Run 1, supply network:
Bar = 20 um. Pins as bars on the die edge. Tap cells in gray.
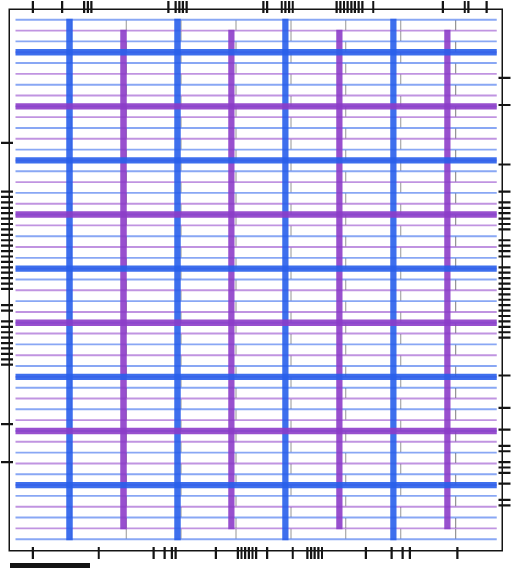
Run 1, placed cells, one color a class:
Bar = 20 um.
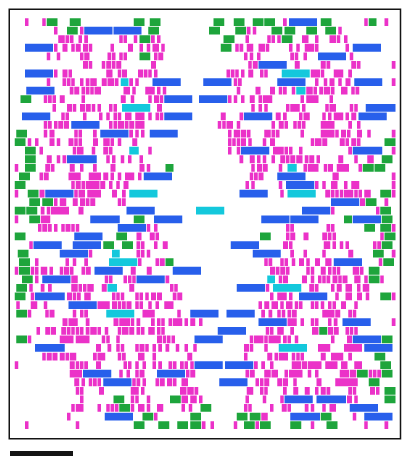
Run 1, clock distribution:
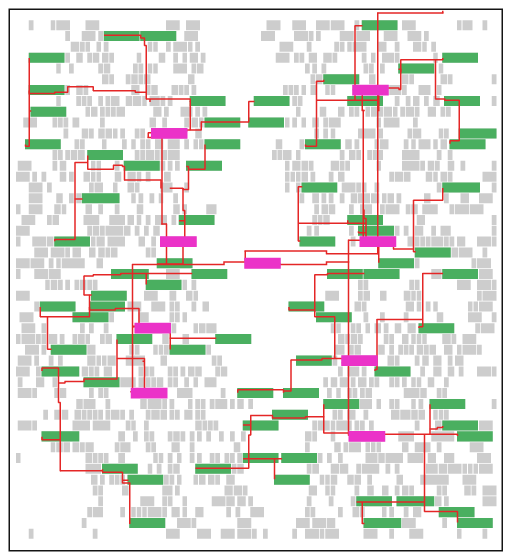
Run 1, wiring by layer:
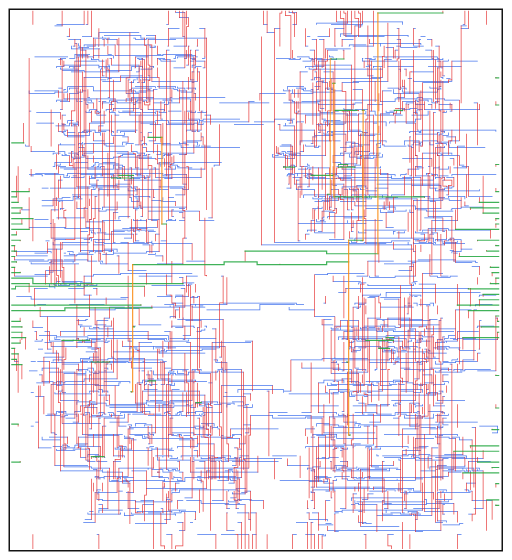
===== src/rtl/pulse_divider_pkg.sv =====
// Shared types and constants for the multi-channel pulse divider.
package pulse_divider_pkg;

    typedef enum logic [1:0] {
        RUN  = 2'd0,
        DONE = 2'd1,
        IDLE = 2'd2
    } div_state_t;

    localparam int STATE_WIDTH = 2;

    // Wide constants; sliced to the word width where used.
    localparam logic [63:0] WORD_ZERO = 64'd0;
    localparam logic [63:0] WORD_ONE  = 64'd1;

endpackage


===== src/rtl/pulse_divider_channel.sv =====
// One divider channel: RUN/DONE/IDLE FSM, down-counter and optional quotient
// counter (enabled by QUOTIENT_COUNT_EN).
module pulse_divider_channel
    import pulse_divider_pkg::*;
#(
    parameter int                    WORD_WIDTH      = 16,
    parameter logic [WORD_WIDTH-1:0] INITIAL_DIVISOR = WORD_WIDTH'(3),
    parameter int                    QUOTIENT_WIDTH  = 8
) (
    input  logic                      clock,
    input  logic                      reset_n,
    input  logic                      restart,
    input  logic                      oneshot,
    input  logic [WORD_WIDTH-1:0]     divisor,
    input  logic                      pulse_in,
    output logic                      pulse_out,
    output logic                      done,
    output logic [QUOTIENT_WIDTH-1:0] quotient,
    output logic [STATE_WIDTH-1:0]    state_dbg
);

    localparam logic [WORD_WIDTH-1:0] W_ZERO     = WORD_ZERO[WORD_WIDTH-1:0];
    localparam logic [WORD_WIDTH-1:0] W_ONE      = WORD_ONE[WORD_WIDTH-1:0];
    localparam div_state_t            INIT_STATE = (INITIAL_DIVISOR == W_ZERO) ? IDLE : RUN;

    div_state_t            state, state_next;
    logic [WORD_WIDTH-1:0] remaining, remaining_next;
    logic                  pulse_next;
    div_state_t            reload_state;

    // A zero divisor parks the channel in IDLE until a non-zero value appears.
    assign reload_state = (divisor == W_ZERO) ? IDLE : RUN;

    always_ff @(posedge clock or negedge reset_n) begin
        if (!reset_n) begin
            state     <= INIT_STATE;
            remaining <= INITIAL_DIVISOR;
            pulse_out <= 1'b0;
        end else begin
            state     <= state_next;
            remaining <= remaining_next;
            pulse_out <= pulse_next;
        end
    end

    always_comb begin
        state_next     = state;
        remaining_next = remaining;
        pulse_next     = 1'b0;
        if (restart) begin
            remaining_next = divisor;
            state_next     = reload_state;
        end else begin
            case (state)
                RUN: begin
                    if (pulse_in) begin
                        if (remaining == W_ONE) begin
                            pulse_next     = 1'b1;
                            remaining_next = divisor;
                            state_next     = oneshot ? DONE : reload_state;
                        end else begin
                            remaining_next = remaining - W_ONE;
                        end
                    end
                end
                IDLE: begin
                    remaining_next = divisor;
                    state_next     = reload_state;
                end
                DONE: begin
                    state_next = DONE;
                end
                default: begin
                    state_next = IDLE;
                end
            endcase
        end
    end

    assign done      = (state == DONE);
    assign state_dbg = state;

`ifdef QUOTIENT_COUNT_EN
    // Counts terminal counts; saturates rather than wrapping.
    always_ff @(posedge clock or negedge reset_n) begin
        if (!reset_n) begin
            quotient <= '0;
        end else if (restart) begin
            quotient <= '0;
        end else if (pulse_next && !(&quotient)) begin
            quotient <= quotient + 1'b1;
        end
    end
`else
    assign quotient = '0;
`endif

endmodule


===== src/rtl/pulse_divider_multi.sv =====
// CHANNELS independent pulse dividers sharing one clock; flat buses sliced per
// channel. Optional per-channel quotient counters under QUOTIENT_COUNT_EN.
module pulse_divider_multi
    import pulse_divider_pkg::*;
#(
    parameter int                    CHANNELS        = 4,
    parameter int                    WORD_WIDTH      = 16,
    parameter logic [WORD_WIDTH-1:0] INITIAL_DIVISOR = WORD_WIDTH'(3),
    parameter int                    QUOTIENT_WIDTH  = 8
) (
    input  logic                               clock,
    input  logic                               reset_n,
    input  logic [CHANNELS-1:0]                restart,
    input  logic [CHANNELS-1:0]                oneshot,
    input  logic [CHANNELS*WORD_WIDTH-1:0]     divisor,
    input  logic [CHANNELS-1:0]                pulses_in,
    output logic [CHANNELS-1:0]                pulse_out,
    output logic [CHANNELS-1:0]                done,
    output logic [CHANNELS*QUOTIENT_WIDTH-1:0] quotient,
    output logic [CHANNELS*STATE_WIDTH-1:0]    state_dbg
);

    for (genvar c = 0; c < CHANNELS; c++) begin : g_chan
        pulse_divider_channel #(
            .WORD_WIDTH      (WORD_WIDTH),
            .INITIAL_DIVISOR (INITIAL_DIVISOR),
            .QUOTIENT_WIDTH  (QUOTIENT_WIDTH)
        ) u_chan (
            .clock     (clock),
            .reset_n   (reset_n),
            .restart   (restart[c]),
            .oneshot   (oneshot[c]),
            .divisor   (divisor[c*WORD_WIDTH +: WORD_WIDTH]),
            .pulse_in  (pulses_in[c]),
            .pulse_out (pulse_out[c]),
            .done      (done[c]),
            .quotient  (quotient[c*QUOTIENT_WIDTH +: QUOTIENT_WIDTH]),
            .state_dbg (state_dbg[c*STATE_WIDTH +: STATE_WIDTH])
        );
    end

endmodule


===== config.mk =====
export PLATFORM = sky130hd
export DESIGN_NAME = pulse_divider_multi
export DESIGN_NICKNAME = d
export VERILOG_FILES = /design/src/rtl/pulse_divider_pkg.sv /design/src/rtl/pulse_divider_channel.sv /design/src/rtl/pulse_divider_multi.sv
export SDC_FILE = /design/constraint.sdc
export NUM_CORES = 1
export LEC_CHECK = 0
export ABC_AREA = 1
export CAP_MARGIN = 15
export CORE_ASPECT_RATIO = 1.1
export CORE_UTILIZATION = 38
export CTS_BUF_LIST = sky130_fd_sc_hd__clkbuf_8 sky130_fd_sc_hd__clkbuf_16
export DETAILED_ROUTE_END_ITERATION = 16
export SETUP_SLACK_MARGIN = 0.4
export SYNTH_ARGS = -nofsm -noshare
export SYNTH_HDL_FRONTEND = slang
export SYNTH_SLANG_ARGS = --single-unit

===== constraint.sdc =====
create_clock -name clock -period 3.9 [get_ports clock]
set_clock_uncertainty 0.1 [all_clocks]
set_input_delay 0.78 -clock clock [delete_from_list [all_inputs] [get_ports clock]]
set_output_delay 0.78 -clock clock [all_outputs]
set_load 0.01 [all_outputs]

==> results.txt, run 1 <==
fresh numbers from the pnr run: outcome=finished clean, Root Buffer=clkbuf_16, drt first pass iters=5, # Post-CTS Setup Buffers=0, EDFF count, synth=0, slew margin rel.=44.29%, Hold Path Class=input port to asynchronous set/reset pin, synthesized-area fraction occupied by adder cells=between 1.5 and 2%, met1 Usage GRT=25.34%, critical path startpoint=restart[2], Final Hold Fails=0, comb area leader=simple AND/OR/NAND/NOR gates, simple share=roughly 43%, yosys warns=0, core area=15800 sq um, Max-area cell share=around 28%, post-synthesis cell type count=40, placed insts=roughly 1200, mux share=0%, CTS tree=done
Back to the opening pictures, 'supply network':
[purple] VDD
[blue] VSS
met4 straps: 8
signal pins: 126
tap cells: 200
rows: 48

Back to the opening pictures, 'placed cells, one color a class':
[blue] flops | cells: 76 | share of their area: 27%
[magenta] combinational and other logic | cells: 849 | share of their area: 55%
[green] other buffers and delay cells | cells: 97 | share of their area: 14%
[cyan] clock drivers and dummy loads | cells: 16 | share of their area: 4.0%

Back to the opening pictures, 'clock distribution':
[red] clock wires | length: 1290 um
[magenta] clock drivers | count: 9
[green] flip-flops | count: 76
routed clock nets: 10
flops lie: spread over the die

Back to the opening pictures, 'wiring by layer':
[orange] metal 4 | wire length: 258 um
[green] metal 3 | wire length: 561 um
[red] metal 2 | wire length: 7100 um
[blue] metal 1 | wire length: 7170 um

==> run 1: sequential cells by signal (all words and copies together), names as in the netlist <==
signal and count:
g_chan.u_chan.remaining 64, g_chan.u_chan.state_dbg 8, g_chan.u_chan.pulse_out 4
==> run 1: layout make-up <==
type,count,area [sq um]
clock buffers,9,225.2
inverters,129,484.2
fillers,1707,8493
well taps,200,250.2
clock inverters,7,57.56
multi-input cells,720,3415
flip-flops and latches,76,1912
repair buffers,97,958.4
==> run 1: report_power, final <==
part	total (uW)	switching, uW	internal, uW
logic	800	473	327
clock network	820	381	439
registers	1090	160	931
total	2710	1010	1700
==> run 1: through the flow <==
stage | total power [uW] | worst slack, ps
after floorplan | 1688 | 2131
after global placement | 1895 | 915.9
after detailed placement | 1906 | 815.0
after CTS | 2746 | 1169
after global routing | 2917 | 930.8
final | 2711 | 1175
==> run 2, diff against run 1 <==
==> constraint.sdc (replaced) <==
create_clock -name clock -period 2.8 [get_ports clock]
set_clock_uncertainty 0.1 [all_clocks]
set_input_delay 0.56 -clock clock [delete_from_list [all_inputs] [get_ports clock]]
set_output_delay 0.56 -clock clock [all_outputs]
set_load 0.01 [all_outputs]
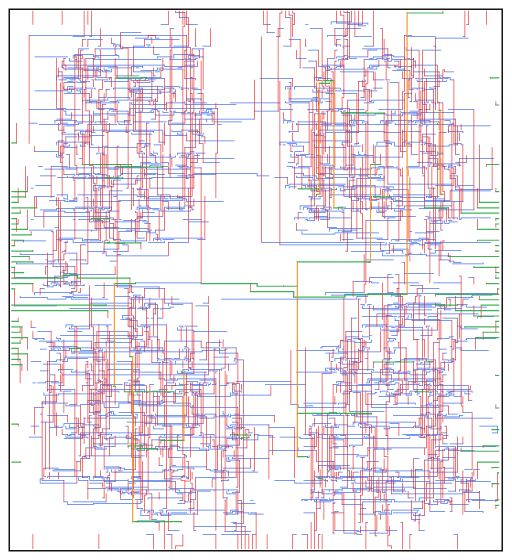
Run 2: wiring by layer
Avg WL per Cell: 12.01 um
final wirelength: 14920 um
all-layer global routing usage: 18.71%
vias: 5856

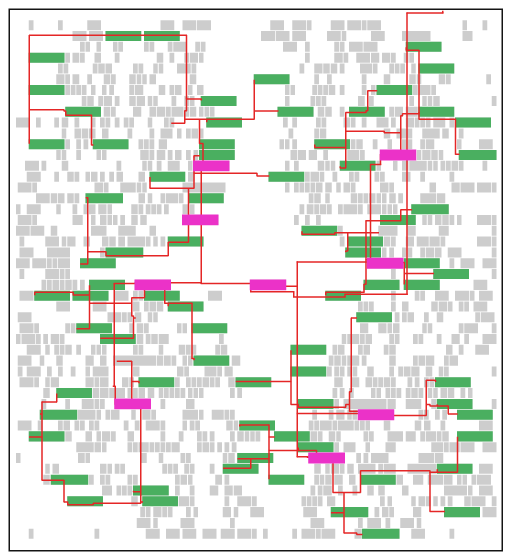
Run 2: clock distribution
[green] flip-flops | count: 76
[red] clock wires | length: 1290 um
[magenta] clock drivers | count: 9
routed clock nets: 10

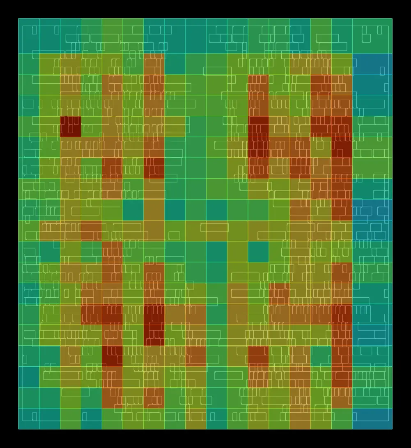
Run 2: track usage over the die
grt peak-use layer: met2
met3 usage: 3.157%
met2 Track Usage GR: 30.42%
Core Util, Final: 46.88%
met1 Usage GRT: 24.40%

==> run 2 against run 1 <==
  * Clock power rose by 67%
  * Critical path type is now flip-flop to output port
  * Sequential power rose by 39%
  * Highest routed layer unchanged
  * First-iteration DRC count fell by 11%
  * Critical path depth fell by 5
  * Power rose by 48%
  * Global-route usage fell by 0.51 points
  * Register-to-register slack got worse by 840 ps
  * Setup slack got worse by 650 ps
  * Count of clock-buffer cells in the layout rose by 1
  * Largest power group unchanged
  * Hold slack got worse by 170 ps
  * Sequential share of layout area fell by 0.36 points
  * Design area rose by 1.4%
==> results.txt, run 2 <==
fresh numbers from the pnr run: outcome=finished clean, max_cap viols=0, H-tree levels=3, Max-area cell share=27.54%, core area=approximately 16000 sq um, placed insts=about 1200, Root Buffer=clkbuf_16, Largest Register=g_chan.u_chan.remaining, slew margin rel.=50.82%, Placement Setup Slack=507.5 ps, final total power=4013 uW, yosys warns=0, routability cong.=approximately 0.86, ys cells=~960, post-synth top area cell=dfrtp_1, Final Worst Setup Slack=about 520 ps, CP Buf/Inv Count=2, Mapped Area=6178 sq um, drt first pass iters=5, # Post-CTS Setup Buffers=0, critical path startpoint=g_chan[3].u_chan.state_dbg[0], Hold Path Class=input port to asynchronous set/reset pin, Die Wd=123.6 um, post-synthesis cell type count=roughly 40, EDFF count, synth=0
==> run 2: cell counts after synthesis <==
Identical to the previous run, type by type.
==> run 2: layout make-up <==
class,count,area [sq um]
Clock buffer,10,239.0
Tap cell,200,250.2
Timing Repair Buffer,101,1001
Multi-Input combinational cell,720,3415
Sequential cell,76,1912
Inverter,129,484.2
Clock inverter,6,103.9
Fill cell,1662,8391
==> run 2: report_power, final <==
group,total (uW),switching [uW],internal (uW)
sequential,1520,221,1300
clock,1370,477,890
combinational,1130,664,464
total,4010,1360,2650
==> run 2: logic make-up after synthesis <==
group	after synthesis	share of synthesized area, %
DFF	76	30.94
adders and majority gates	8	1.620
AOI/OAI and AO/OA	68	6.399
xor gates and xnor gates	15	2.126
other	1	0.06070
buffers and inverters	191	15.67
and+or+nand+nor	597	43.18
==> run 3, diff against run 2 <==
==> constraint.sdc (replaced) <==
create_clock -name clock -period 1.8 [get_ports clock]
set_clock_uncertainty 0.1 [all_clocks]
set_input_delay 0.36 -clock clock [delete_from_list [all_inputs] [get_ports clock]]
set_output_delay 0.36 -clock clock [all_outputs]
set_load 0.01 [all_outputs]
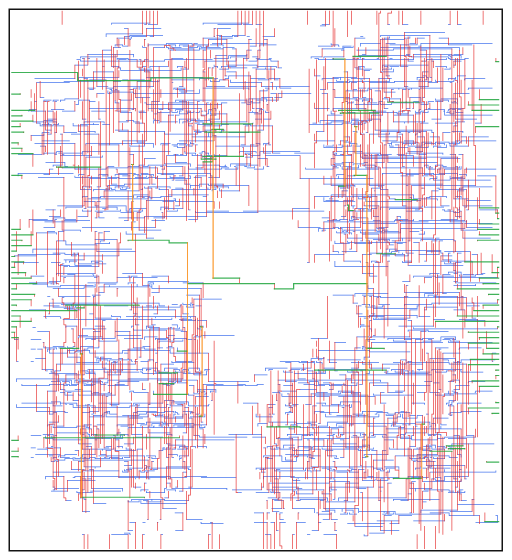
Run 3: wiring by layer
[orange] metal 4 | wire length: 294 um
[red] metal 2 | wire length: 7770 um
[green] metal 3 | wire length: 692 um
[blue] metal 1 | wire length: 7580 um

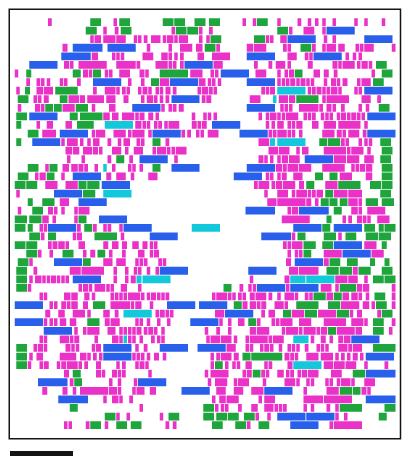
Run 3: placed cells, one color a class
Bar = 20 um.
[magenta] combinational and other logic | cells: 852 | share of their area: 55%
[green] other buffers and delay cells | cells: 169 | share of their area: 19%
[blue] flops | cells: 76 | share of their area: 22%
[cyan] clock drivers and dummy loads | cells: 16 | share of their area: 3.2%

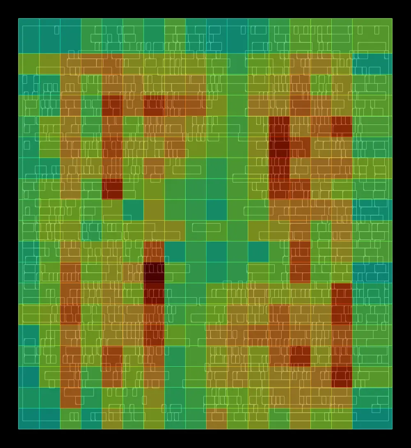
Run 3: track usage over the die
met1 Usage GRT: 26.55%
met2 Track Usage GR: 33.80%
Avg WL per Cell: 12.44 um
all-layer global routing usage: 20.19%
met3 usage: 2.609%

==> run 3 against run 2 <==
  * Count of clock-buffer cells in the layout rose by 1
  * Hold slack improved by 220 ps
  * Wire length rose by 9.5%
  * Non-clock buffer count rose by 68
  * Die area did not move
==> results.txt, run 3 <==
fresh numbers from the pnr run: outcome=finished clean, Largest Register=g_chan.u_chan.remaining, post-synth top area cell=dfrtp_1, synthesized-area fraction occupied by adder cells=~1.6%, yosys xor share=2.126%, core area=15800 sq um, placed insts=around 1300, critical path startpoint=g_chan[2].u_chan.remaining[0], combinational fraction of design power=36.1%, yosys warns=0, sw power=2417 uW, Placement Setup Slack=-91.01 ps, Cell Int Power=roughly 4000 uW, Compound Share, Synth=6.399%, Switching Fraction=37.41%, routability cong.=a little over 0.8, max_cap viols=0, P_comb=2330 uW, Die Wd=123.6 um, vias=6245, Clk network pwr share=27.0%, Biggest consumer=sequential cells, Mapped Area=6178 sq um, simple share=43.18%, ys cells=between 900 and 1000, Final Worst Setup Slack=84.01 ps, Max-area cell share=27.54%, Hold Path Class=input port to asynchronous set/reset pin, H-tree levels=3, grt peak-use layer=met2
[run 3: cell counts after synthesis]
Identical to the previous run, type by type.
[run 3: worst max-delay path: cells and delay by family, from the launching register on]
family	cells	cell delay, ps
buffers and inverters	1	180
and+or+nand+nor	6	540
adders and majority gates	1	140
AOI/OAI and AO/OA	1	50
DFF	1	570
[run 3: kinds of logic after synthesis]
family / Yosys count
and+or+nand+nor: 597
other: 1
buffers and inverters: 191
adders and majority gates: 8
xor gates and xnor gates: 15
AOI/OAI and AO/OA: 68
DFF: 76
[run 3: final cells by class]
cell class	instances	area, sq um
Fill cell	1534	6930
Multi-Input combinational cell	723	4232
Clock inverter	5	21.27
Sequential cell	76	1913
Clock buffer	11	252.7
Timing Repair Buffer	169	1677
Tap cell	200	250.2
Inverter	129	519.2
Power and IR drop assume default switching activity.
